--- config.mk ---
export PLATFORM = sky130hd
export DESIGN_NAME = hazard_ctrl
export DESIGN_NICKNAME = d
export VERILOG_FILES = /design/src/rtl/hazard_ctrl.sv
export SDC_FILE = /design/constraint.sdc
export NUM_CORES = 1
export LEC_CHECK = 0
export ABC_AREA = 1
export CORE_MARGIN = 3
export CORE_UTILIZATION = 40
export CTS_CLUSTER_DIAMETER = 50
export DETAILED_ROUTE_END_ITERATION = 6
export PLACE_DENSITY = 0.7
export SYNTH_ARGS = -nofsm -noshare
export SYNTH_HDL_FRONTEND = slang
export SYNTH_SLANG_ARGS = --single-unit
--- constraint.sdc ---
create_clock -name clk -period 4.15 [get_ports clk]
set_input_delay 0.6225 -clock clk [delete_from_list [all_inputs] [get_ports clk]]
set_output_delay 0.6225 -clock clk [all_outputs]
set_load 0.1 [all_outputs]
--- src/rtl/hazard_ctrl.sv ---
// Stall/flush/forwarding controller for the 5-stage pipeline, including the
// multi-cycle MDU busy sequencer and a saturating stall-cycle counter.
module hazard_ctrl #(
    parameter int MDU_LAT = 4,
    parameter int CNT_W   = 16
) (
    input  logic             clk,
    input  logic             clrn,
    input  logic [4:0]       id_rs,
    input  logic [4:0]       id_rt,
    input  logic             id_use_rs,
    input  logic             id_use_rt,
    input  logic             id_is_branch,
    input  logic             id_taken,
    input  logic             id_mdu_start,
    input  logic             id_rd_hilo,
    input  logic             ex_wreg,
    input  logic             ex_m2reg,
    input  logic [4:0]       ex_wn,
    input  logic             mem_wreg,
    input  logic             mem_m2reg,
    input  logic [4:0]       mem_wn,
    output logic             pc_en,
    output logic             ifid_en,
    output logic             ifid_flush,
    output logic             idex_en,
    output logic [1:0]       fwda,
    output logic [1:0]       fwdb,
    output logic             mdu_go,
    output logic             mdu_busy,
    output logic [CNT_W-1:0] stall_cnt
);

    typedef enum logic {S_IDLE, S_BUSY} state_t;

    localparam logic [3:0] LAT_M1 = 4'(MDU_LAT - 1);

    state_t           r_state;
    state_t           w_state_nxt;
    logic [3:0]       r_cnt;
    logic [3:0]       w_cnt_nxt;
    logic [CNT_W-1:0] r_stall_cnt;

    logic w_ex_rs, w_ex_rt, w_mem_rs, w_mem_rt;
    logic w_load_use, w_br_haz, w_mdu_haz, w_stall;

    function automatic logic [CNT_W-1:0] sat_inc(input logic [CNT_W-1:0] v);
        return (&v) ? v : v + {{(CNT_W-1){1'b0}}, 1'b1};
    endfunction

    // EX hits take priority: the EX result is the youngest value of the register.
    function automatic logic [1:0] fwd_sel(input logic ex_hit, input logic mem_hit);
        if (ex_hit && ex_wreg && !ex_m2reg)
            return 2'b01;
        else if (mem_hit && mem_wreg)
            return mem_m2reg ? 2'b11 : 2'b10;
        else
            return 2'b00;
    endfunction

    // r0 is hardwired to zero, so it never creates a dependency.
    assign w_ex_rs  = id_use_rs && (id_rs != 5'd0) && (id_rs == ex_wn);
    assign w_ex_rt  = id_use_rt && (id_rt != 5'd0) && (id_rt == ex_wn);
    assign w_mem_rs = id_use_rs && (id_rs != 5'd0) && (id_rs == mem_wn);
    assign w_mem_rt = id_use_rt && (id_rt != 5'd0) && (id_rt == mem_wn);

    assign w_load_use = ex_wreg && ex_m2reg && (w_ex_rs || w_ex_rt);
    assign w_br_haz   = id_is_branch && ex_wreg && (w_ex_rs || w_ex_rt);
    assign w_mdu_haz  = (r_state == S_BUSY) && (id_mdu_start || id_rd_hilo);
    assign w_stall    = w_load_use || w_br_haz || w_mdu_haz;

    assign fwda       = fwd_sel(w_ex_rs, w_mem_rs);
    assign fwdb       = fwd_sel(w_ex_rt, w_mem_rt);
    assign pc_en      = !w_stall;
    assign ifid_en    = !w_stall;
    assign idex_en    = !w_stall;
    assign ifid_flush = !w_stall && id_taken;
    assign mdu_go     = !w_stall && id_mdu_start && (r_state == S_IDLE);
    assign mdu_busy   = (r_state == S_BUSY);
    assign stall_cnt  = r_stall_cnt;

    always_comb begin
        w_state_nxt = r_state;
        w_cnt_nxt   = r_cnt;
        case (r_state)
            S_IDLE: begin
                if (mdu_go) begin
                    w_state_nxt = S_BUSY;
                    w_cnt_nxt   = LAT_M1;
                end
            end
            S_BUSY: begin
                if (r_cnt == 4'd0)
                    w_state_nxt = S_IDLE;
                else
                    w_cnt_nxt = r_cnt - 4'd1;
            end
            default: w_state_nxt = S_IDLE;
        endcase
    end

    always_ff @(posedge clk or negedge clrn) begin
        if (!clrn) begin
            r_state     <= S_IDLE;
            r_cnt       <= 4'd0;
            r_stall_cnt <= '0;
        end else begin
            r_state <= w_state_nxt;
            r_cnt   <= w_cnt_nxt;
            if (w_stall)
                r_stall_cnt <= sat_inc(r_stall_cnt);
        end
    end

endmodule

**Run 1: routing congestion map**

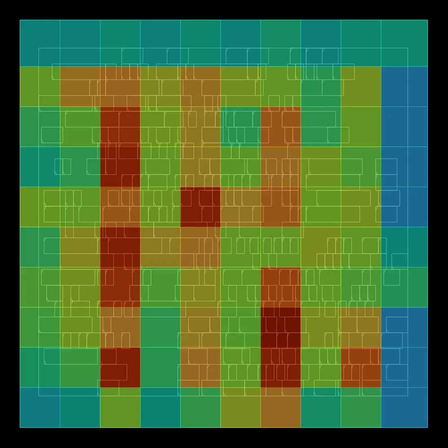
wire per inst: 11.72 um
met1 Use GR: 0.2264

**Run 1: zoomed window**

The bar under the picture is 5 um long. Window x 43 to 63, y 43 to 63 um. Cells in gray, sequential cells in the stronger gray; small squares are vias.
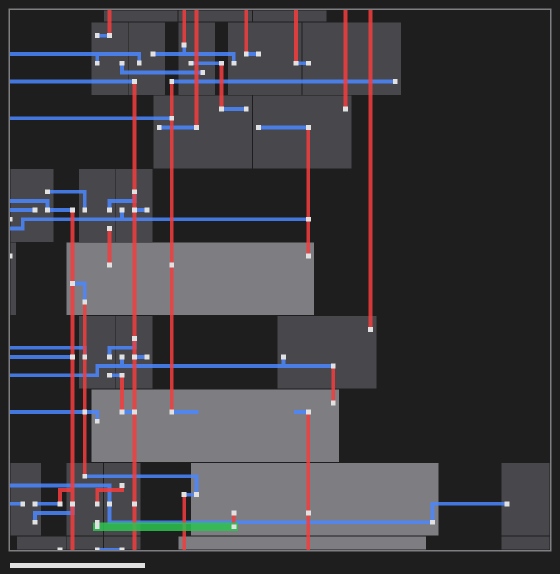
- M3: green
- M2: red
- M1: blue
- cells with their middle in the window: 19
- netlist names of flops here include: stall_cnt (3)
- sequential cells in the window: 3
- most frequent: nand2_1 (6), clkdlybuf4s50_1 (4), dfrtp_1 (3)

**Run 1: routed metal, one color a layer**

The bar under the picture is 20 um long. Only two layers are drawn.
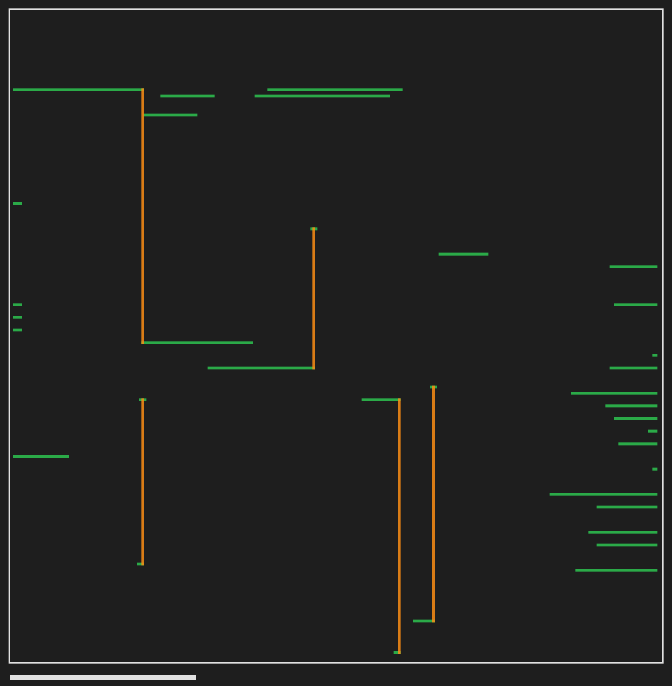
- M3: green (wire length 174 um)
- M4: orange (wire length 112 um)

**Run 1: wiring heat map**

14 x 14 tiles, from white (low) to dark blue (high), scaled to the fullest tile. Values are wire area over tile area, all layers added.
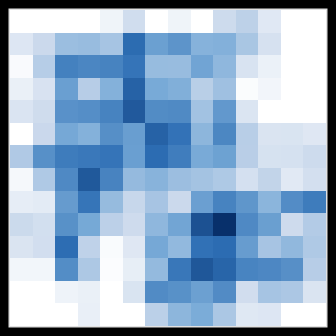
- densest ninth of the die: center
- fullest tile: 0.37
- tiles over half the peak: 33%
- nearly empty tiles: 15%
- mean over tiles: 0.13

==> impl_metrics.tcl, run 1 <==
# place-and-route summary
set metrics [dict create \
    topCellsByArea "dfrtp_1, nand2_1, xor2_1" \
    ant_nets 0 \
    layout_top_cell "nand2_1" \
    synth-xor-area-share 0.1598 \
    drt_wl_total_um 3962 \
    timing.fmax_mhz 329.4 \
    tns_ps 0 \
    timing_hold_violations_final 0 \
    worst-slew-pin-transition_ps 974.2 \
    ir_drop_mv 0.6095 \
    ys_sh_simple 0.3912 \
    synth_area_leader_cell "dfrtp_1" \
    drt_iter0_markers 76 \
    finalWorstSetupSlack_ps 1114 \
    warnings 26 \
    areaGrowthSynthToFinish_pct 37.37 \
    fp_util 0.4328 \
    cts_buffers 3 \
    top_logic_kind "simple AND/OR/NAND/NOR gates" \
    pwr_density_cell_nw_per_um2 511.8 \
    grt_pass1_wl_um 6900 \
    wl_met1_um 1898 \
    skew_ps 5.883 \
    cts.sink_count 21 \
    post-cts-setup-buffer-count 0 \
    die_height_um 70.11 \
    drive_gt1_frac 0.07241 \
    chipArea_um2 4915 \
    cts_tree "yes" \
    yosys_area_um2 1644 \
    cap_violations 0 \
    layout_top_cells "nand2_1, clkdlybuf4s50_1, nand3_1" \
    cts-hold-fix-buffers 0 \
    overflow 0 \
    crit_required_ps 3530 \
    status "finished, final reports clean" \
    dr_wl_met3_um 174 \
    ys_sh_adder 0.01522 \
    nNetsFinal 325 \
    slew_viol_final 0 \
    hold_path.class "flip-flop to flip-flop" \
    syn_area_um2 1644 \
    power.total_mw 1.156 \
    rsz0062_at_grt "false" \
    routed-wl-met2_um 1777 \
    top_area_frac 0.3196 \
    yosys_cells 235 \
    placedCellCount 334 \
]
-- run 1: final cells by class --
type,instances,area (um^2)
repair buffers,57,548.0
inverters,27,101.3
clock inverters,1,5.005
flip-flops and latches,21,525.5
multi-input cells,181,977.2
fillers,378,1540
clock buffers,3,41.29
well taps,48,60.06
-- run 1: final timing paths --
path                                          start  depth (start not counted)  slack (ps)                         to
setup / recovery                           id_rs[0]                         10        1110                      pc_en
hold / removal                 r_cnt[0]$_DFFE_PN0P_                          2         540       r_cnt[0]$_DFFE_PN0P_
setup reg to reg           stall_cnt[1]$_DFFE_PN0P_                          9        2310  stall_cnt[11]$_DFFE_PN0P_
hold reg to reg                r_cnt[0]$_DFFE_PN0P_                          2         540       r_cnt[0]$_DFFE_PN0P_
max in group asynchronous                      clrn                          1        2720   stall_cnt[2]$_DFFE_PN0P_
min in group asynchronous                      clrn                          1         870   stall_cnt[8]$_DFFE_PN0P_
-- run 1: through the flow --
stage / area [um^2] / utilization
2_1_floorplan: 1644 / -
3_3_place_gp: 2212 / 0.5823
3_5_place_dp: 2212 / 0.5823
4_1_cts: 2258 / 0.5945
5_1_grt: 2258 / 0.5945
6_report: 2258 / 0.5945
-- run 1: critical path, cell delays in order --
cell,delay [ps]
clkdlybuf4s50_1,530
xnor2_1,150
nand2_1,80
nor2_1,100
nand3_1,90
nand2_1,80
nand2_1,70
nand2_2,300
inv_1,130
buf_4,260
-- run 1: where the power goes --
part           internal, mW  switching [mW]  leakage [nW]  total (mW)
Combinational         0.187           0.525         0.851       0.713
Clock                0.0668          0.0633        0.0255       0.130
Sequential            0.255          0.0577         0.276       0.313
Total                 0.510           0.646          1.15        1.16
-- run 1: sequential cells by signal, indices dropped and copies added (netlist names) --
register / count
mdu_busy: 1
r_cnt: 4
stall_cnt: 16
**Run 1: signal wires on met1**

The bar under the picture is 20 um long. Cells faint in the background.
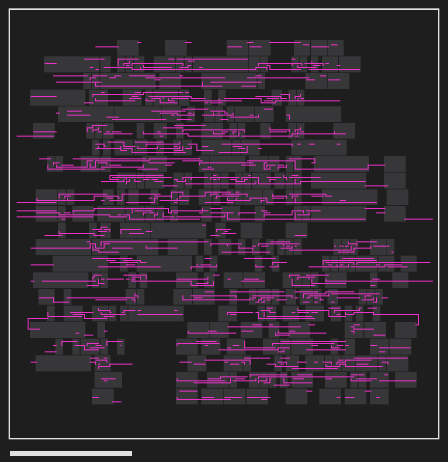

## Run 2: what changed since run 1
--- a/config.mk
+++ b/config.mk
@@ -10,7 +10,7 @@
 export CORE_UTILIZATION = 40
 export CTS_CLUSTER_DIAMETER = 50
 export DETAILED_ROUTE_END_ITERATION = 6
-export PLACE_DENSITY = 0.7
+export PLACE_DENSITY = 0.73
 export SYNTH_ARGS = -nofsm -noshare
 export SYNTH_HDL_FRONTEND = slang
 export SYNTH_SLANG_ARGS = --single-unit
==> constraint.sdc (replaced) <==
create_clock -name clk -period 2.4 [get_ports clk]
set_input_delay 0.36 -clock clk [delete_from_list [all_inputs] [get_ports clk]]
set_output_delay 0.36 -clock clk [all_outputs]
set_load 0.1 [all_outputs]
**Run 2: signal wires on met1**

The bar under the picture is 20 um long. Cells faint in the background.
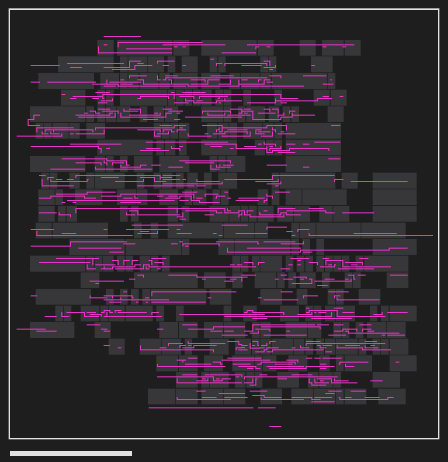
- longest straight run: 29.2 um
- nets with wire on the layer: 297
- share of all routed wire: 49%

**Run 2: wiring heat map**

14 x 14 tiles, from white (low) to dark blue (high), scaled to the fullest tile. Values are wire area over tile area, all layers added.
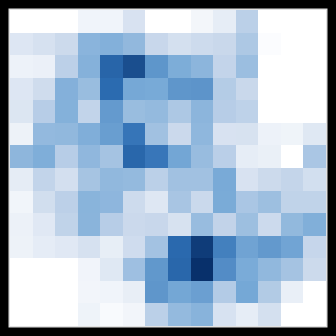
- tiles over half the peak: 14%
- fullest tile: 0.46
- mean over tiles: 0.13
- nearly empty tiles: 17%
- densest ninth of the die: bottom center
- emptiest ninth of the die: lower left

==> run 2 against run 1 <==
Effect of this change: first-iteration DRC count is 24% lower; critical path type unchanged; design area is 5.9% higher; critical endpoint unchanged; critical path depth is 1 lower; register-to-register slack worse by 1700 ps; flip-flop count stayed put; hold slack worse by 110 ps.
==> impl_metrics.tcl, run 2 <==
# place-and-route summary
set metrics [dict create \
    syn_area_per_cell_um2 6.996 \
    crit_chain "clkdlybuf4s50_1 > xor2_1 > nor2_1 > nand3_1 > nand2_1 > nand2_1 > nand2_2 > clkinvlp_4 > buf_12" \
    areaGrowthSynthToFinish_pct 45.43 \
    power.total_mw 2.121 \
    synth-xor-area-share 0.1598 \
    largest_reg_flops 16 \
    flop_cell "dfrtp_1" \
    rsz0062_at_grt "false" \
    synth_area_leader_cell "dfrtp_1" \
    utilization 0.6294 \
    place_area_um2 2315 \
    wire_per_inst_um 11.66 \
    warnings 27 \
    sw_frac_of_total 0.5431 \
    pwr_density_cell_nw_per_um2 887.0 \
    timing.rr.end "stall_cnt[13]$_DFFE_PN0P_" \
    topCellsByArea "dfrtp_1, nand2_1, xor2_1" \
    power.internal_mw 0.9690 \
    cts.sink_count 21 \
    finalWorstSetupSlack_ps 133.0 \
    layout_top_cells "nand2_1, nand3_1, nor2_1, clkdlybuf4s50_1, inv_1" \
    ys_sh_adder 0.01522 \
    overflow 0 \
    cts_buffers 3 \
    top_logic_kind "simple AND/OR/NAND/NOR gates" \
    cts_tree "yes" \
    drt_wl_total_um 3999 \
    hold_path.class "input port to asynchronous set/reset pin" \
    skew_ps 6.210 \
    crit_top_cell "nand2_1" \
    register_area_um2 529.3 \
    yosys_cells 235 \
    r2r-start "stall_cnt[0]$_DFFE_PN0P_" \
    power_frac_clock 0.111 \
    ir_drop_mv 1.043 \
    chipArea_um2 4915 \
    min_period_over_period 0.9446 \
    crit_required_ps 2040 \
    final_area_um2 2391 \
    ys_sh_simple 0.3912 \
    comb_area_um2 979.7 \
    power_switching_mw 1.152 \
    tns_ps 0 \
    cpPeakStageDelay_ps 460 \
    drive_gt1_frac 0.1627 \
    nFillCells 334 \
    r2r_slack_ps 570 \
    syn-num-nets 269 \
    cap_violations 0 \
    grt_pass1_wl_um 6955 \
    layout_top_cell "nand2_1" \
    die_height_um 70.11 \
    syn_area_um2 1644 \
    ios 58 \
    timing.fmax_mhz 441.1 \
    drt_iter0_markers 58 \
    nNetsFinal 330 \
    cts-hold-fix-buffers 0 \
    ant_nets 0 \
    rr_worst_depth 9 \
    yosys_area_um2 1644 \
    power_frac_comb 0.631 \
    status "finished, final reports clean" \
    slew_viol_final 0 \
    crit_path_top_delay_cell "clkdlybuf4s50_1" \
    placedCellCount 337 \
    top_area_frac 0.3196 \
]
[run 2: how the worst max path moves through the flow]
stage | from | to | slack (ps) | cells past startpoint
3_5_place_dp | id_rt[0] | ifid_en | 100 | 10
5_1_grt | id_rt[2] | fwdb[1] | 9 | 10
3_3_place_gp | id_rt[2] | fwdb[0] | 140 | 10
6_report | id_rt[4] | pc_en | 130 | 9
2_1_floorplan | id_rs[1] | ifid_en | -40 | 12
4_1_cts | id_rs[0] | ifid_en | 90 | 10
[run 2: worst max-delay path, delay by kind of cell]
| family | cells | cell delay [ps] |
|---|---|---|
| buf+inv | 3 | 830 |
| simple gates | 5 | 510 |
| xor+xnor | 1 | 180 |
[run 2: routing by layer]
metal | share of wire | wire length [um] | global-route usage | up-vias
li1 | - | - | - | 859
met4 | 0.013 | 51 | 0.03830 | 0
met5 | 0 | 0 | 0 | -
met2 | 0.44 | 1757 | 0.2623 | 45
met1 | 0.49 | 1975 | 0.2478 | 706
met3 | 0.054 | 215 | 0.03309 | 6
[run 2: final cells by class]
type	count	area share
multi-input cells	181	0.4097
clock buffers	3	0.01727
repair buffers	62	0.2805
inverters	27	0.04396
well taps	48	0.02512
flip-flops and latches	21	0.2214
clock inverters	1	0.002093
[run 2: logic make-up after synthesis]
family | Yosys count
DFF | 21
adders and majority gates | 2
xor gates and xnor gates | 30
and+or+nand+nor | 141
AOI/OAI and AO/OA | 8
buffers and inverters | 33
[run 2: timing repair]
action	CTS	global route
resized	0	8
setup endpoints to repair	0	5
setup buffers	0	2
[run 2: power by group through the flow]
stage	Clock, mW	Combinational [mW]	Sequential (mW)
finish	0.236	1.34	0.547
global route	0.254	1.44	0.566
CTS	0.242	1.33	0.546
detailed placement	0	1.33	0.551
global placement	0	1.32	0.550
floorplan	0	0.609	0.904
**Run 2: zoomed window**

The bar under the picture is 5 um long. Window x 43 to 63, y 43 to 63 um. Cells in gray, sequential cells in the stronger gray; small squares are vias.
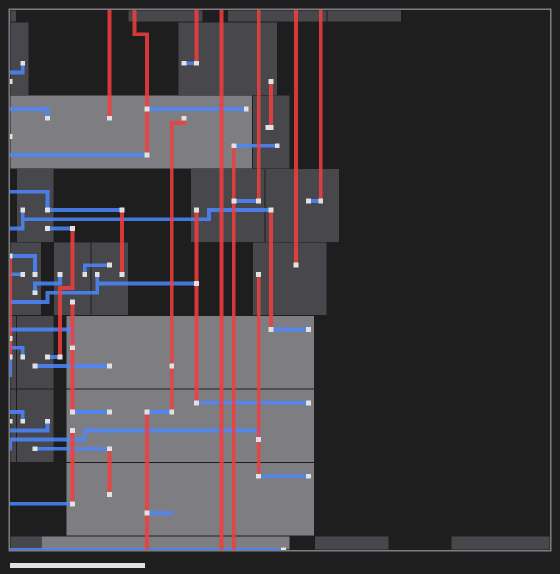

## Run 3: what changed since run 2
--- a/config.mk
+++ b/config.mk
@@ -6,11 +6,12 @@
 export NUM_CORES = 1
 export LEC_CHECK = 0
 export ABC_AREA = 1
+export CAP_MARGIN = 10
 export CORE_MARGIN = 3
 export CORE_UTILIZATION = 40
 export CTS_CLUSTER_DIAMETER = 50
 export DETAILED_ROUTE_END_ITERATION = 6
-export PLACE_DENSITY = 0.73
+export PLACE_DENSITY = 0.7
 export SYNTH_ARGS = -nofsm -noshare
 export SYNTH_HDL_FRONTEND = slang
 export SYNTH_SLANG_ARGS = --single-unit
==> constraint.sdc (replaced) <==
create_clock -name clk -period 2.9 [get_ports clk]
set_input_delay 0.435 -clock clk [delete_from_list [all_inputs] [get_ports clk]]
set_output_delay 0.435 -clock clk [all_outputs]
set_load 0.1 [all_outputs]
**Run 3: zoomed window**

The bar under the picture is 5 um long. Window x 43 to 63, y 43 to 63 um. Cells in gray, sequential cells in the stronger gray; small squares are vias.
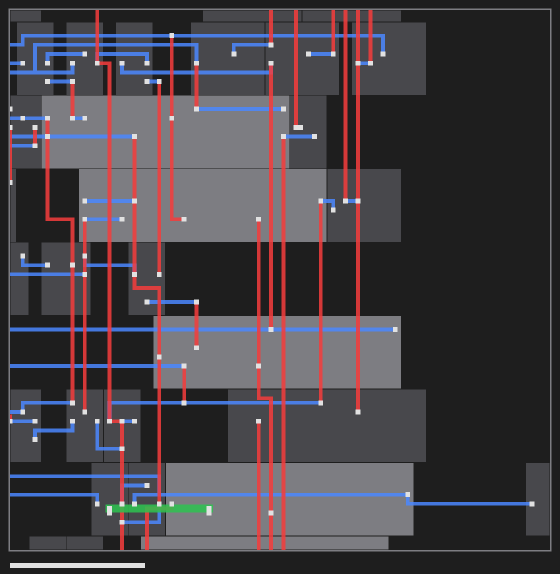

==> run 3 against run 2 <==
Effect of this change: critical path depth up 2; first-iteration DRC count down 5.2%; sequential power down 18%; critical path type unchanged; core utilization down 1.1 points; flip-flop count unchanged.
==> impl_metrics.tcl, run 3 <==
# place-and-route summary
set metrics [dict create \
    topCellsByArea "dfrtp_1, nand2_1, xor2_1" \
    wire_per_inst_um 11.98 \
    cts-hold-fix-buffers 0 \
    top_area_frac 0.3196 \
    layout_top_cells "nand2_1, clkdlybuf4s50_1, nand3_1" \
    pre_cts_ws_ps 439.3 \
    top_usage_layer "met2" \
    syn_area_per_cell_um2 6.996 \
    yosys_area_um2 1644 \
    cts.reportedPaths.clkPinSlew_ps 80 \
    crit_top_cell "nand2_1" \
    setup_viol 0 \
    critPathTopFamily "buffers and inverters" \
    utilization 0.6182 \
    cap_violations 0 \
    syn_area_um2 1644 \
    areaGrowthSynthToFinish_pct 42.85 \
    cts_buffers 3 \
    drive_gt1_frac 0.1404 \
    ios 58 \
    place_area_um2 2300 \
    flop_cell "dfrtp_1" \
    timing_hold_violations_final 0 \
    worst-slew-pin-transition_ps 509.9 \
    power.total_mw 1.733 \
    synth_async_sr_flop_share 1.000 \
    overflow 0 \
    ir_drop_mv 1.195 \
    largest_reg_flops 16 \
    final_area_um2 2349 \
    yosys_cells 235 \
    synth_area_leader_cell "dfrtp_1" \
    crit_path_top_delay_cell "clkdlybuf4s50_1" \
    nFillCells 367 \
    min_period_over_period 0.8457 \
    placedCellCount 336 \
    rsz0062_at_grt "false" \
    status "finished, final reports clean" \
    die_height_um 70.11 \
    use_met2 0.2749 \
    nNetsFinal 327 \
    layout_top_cell "nand2_1" \
    warnings 26 \
    cts_tree "yes" \
    grt_pass1_wl_um 7134 \
    hpwl_um 3257 \
    drt_wl_total_um 4072 \
    crit_required_ps 2470 \
    crit_start "id_rt[2]" \
    chipArea_um2 4915 \
    drt_iter0_markers 55 \
    fp_util 0.4328 \
    r2r_slack_ps 1030 \
    timing.fmax_mhz 407.8 \
    grtUsageMet3 0.03885 \
    ant_nets 0 \
    crit_chain "clkdlybuf4s50_1 > nor2_1 > nand3_1 > nand2_1 > inv_1 > nand3_1 > nand2_1 > nand2_1 > nand2_2 > inv_1 > buf_12" \
    path_buffers 4 \
    syn_inst 235 \
    relSlewSlack 0.6572 \
    slew_viol_final 0 \
    ctsResizeCount 0 \
    r2r-start "stall_cnt[1]$_DFFE_PN0P_" \
    cpPeakStageDelay_ps 470 \
    post-cts-setup-buffer-count 0 \
    syn-num-nets 269 \
    pwr_density_cell_nw_per_um2 737.9 \
    finalWorstSetupSlack_ps 447.6 \
    hold_path.class "input port to asynchronous set/reset pin" \
    skew_ps 2.195 \
    grt_max_degree 22 \
    tns_ps 0 \
    cts.sink_count 21 \
    met1_usage 0.2504 \
]
**Run 3: routed metal, one color a layer**

The bar under the picture is 20 um long. Only two layers are drawn.
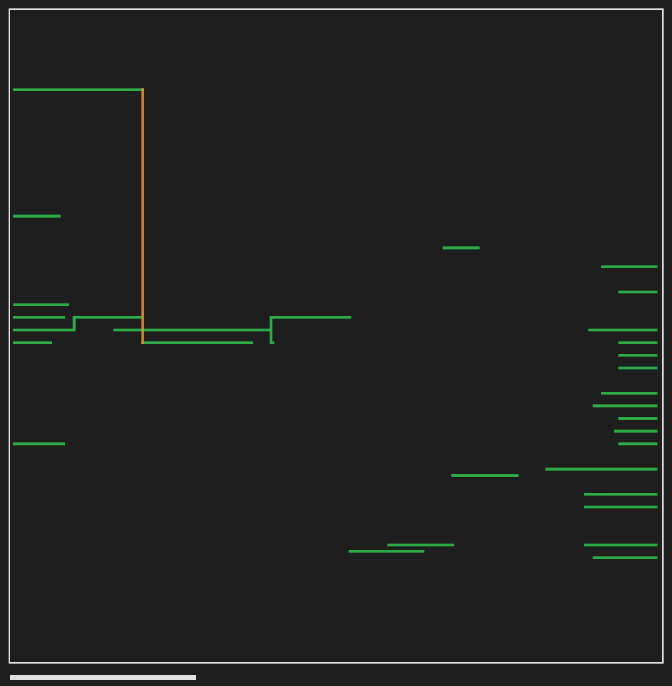
- M4: orange (wire length 27.2 um)
- M3: green (wire length 213 um)

==> run 3: cell counts after synthesis <==
No cell type changed its count.
==> run 3: cell families after synthesis <==
| group | after synthesis | synth area share |
|---|---|---|
| and+or+nand+nor | 141 | 0.3912 |
| buffers and inverters | 33 | 0.08599 |
| xor gates and xnor gates | 30 | 0.1598 |
| DFF | 21 | 0.3196 |
| AOI/OAI and AO/OA | 8 | 0.02816 |
| adders and majority gates | 2 | 0.01522 |
==> run 3: worst paths after layout <==
check,to,cells after the start
max,ifid_en,11
max reg2reg,stall_cnt[13]$_DFFE_PN0P_,9
max in group asynchronous,mdu_busy$_DFF_PN0_,2
min,stall_cnt[9]$_DFFE_PN0P_,2
min in group clk,stall_cnt[0]$_DFFE_PN0P_,2
min reg2reg,stall_cnt[0]$_DFFE_PN0P_,2
==> run 3: metal layers <==
metal	share of wire	vias to the layer above
li1	-	855
met1	0.49	716
met2	0.45	34
met3	0.052	2
met4	0.0066	0
met5	0	-
==> run 3: final cells by class <==
type / count / area (um^2) / share of cell area
clock buffer: 3 / 41.29 / 0.01758
timing repair buffer: 59 / 633.1 / 0.2696
tap: 48 / 60.06 / 0.02557
sequential: 21 / 525.5 / 0.2238
inverter: 27 / 101.3 / 0.04315
clock inverter: 1 / 7.507 / 0.003197
multi-input combinational: 181 / 979.7 / 0.4172
==> run 3: worst register-to-register path: cells and delay by family, from the launching register on <==
kind                       cells  cell delay, ps
adders and majority gates      1             240
and+or+nand+nor                7            1060
DFF                            1             410
buffers and inverters          1             110
==> run 3: power breakdown <==
| group | internal (mW) | switching [mW] |
|---|---|---|
| clock network | 0.0971 | 0.102 |
| logic | 0.317 | 0.766 |
| registers | 0.365 | 0.0852 |
Power figures rest on the tool's default switching activity, not on a simulated workload.
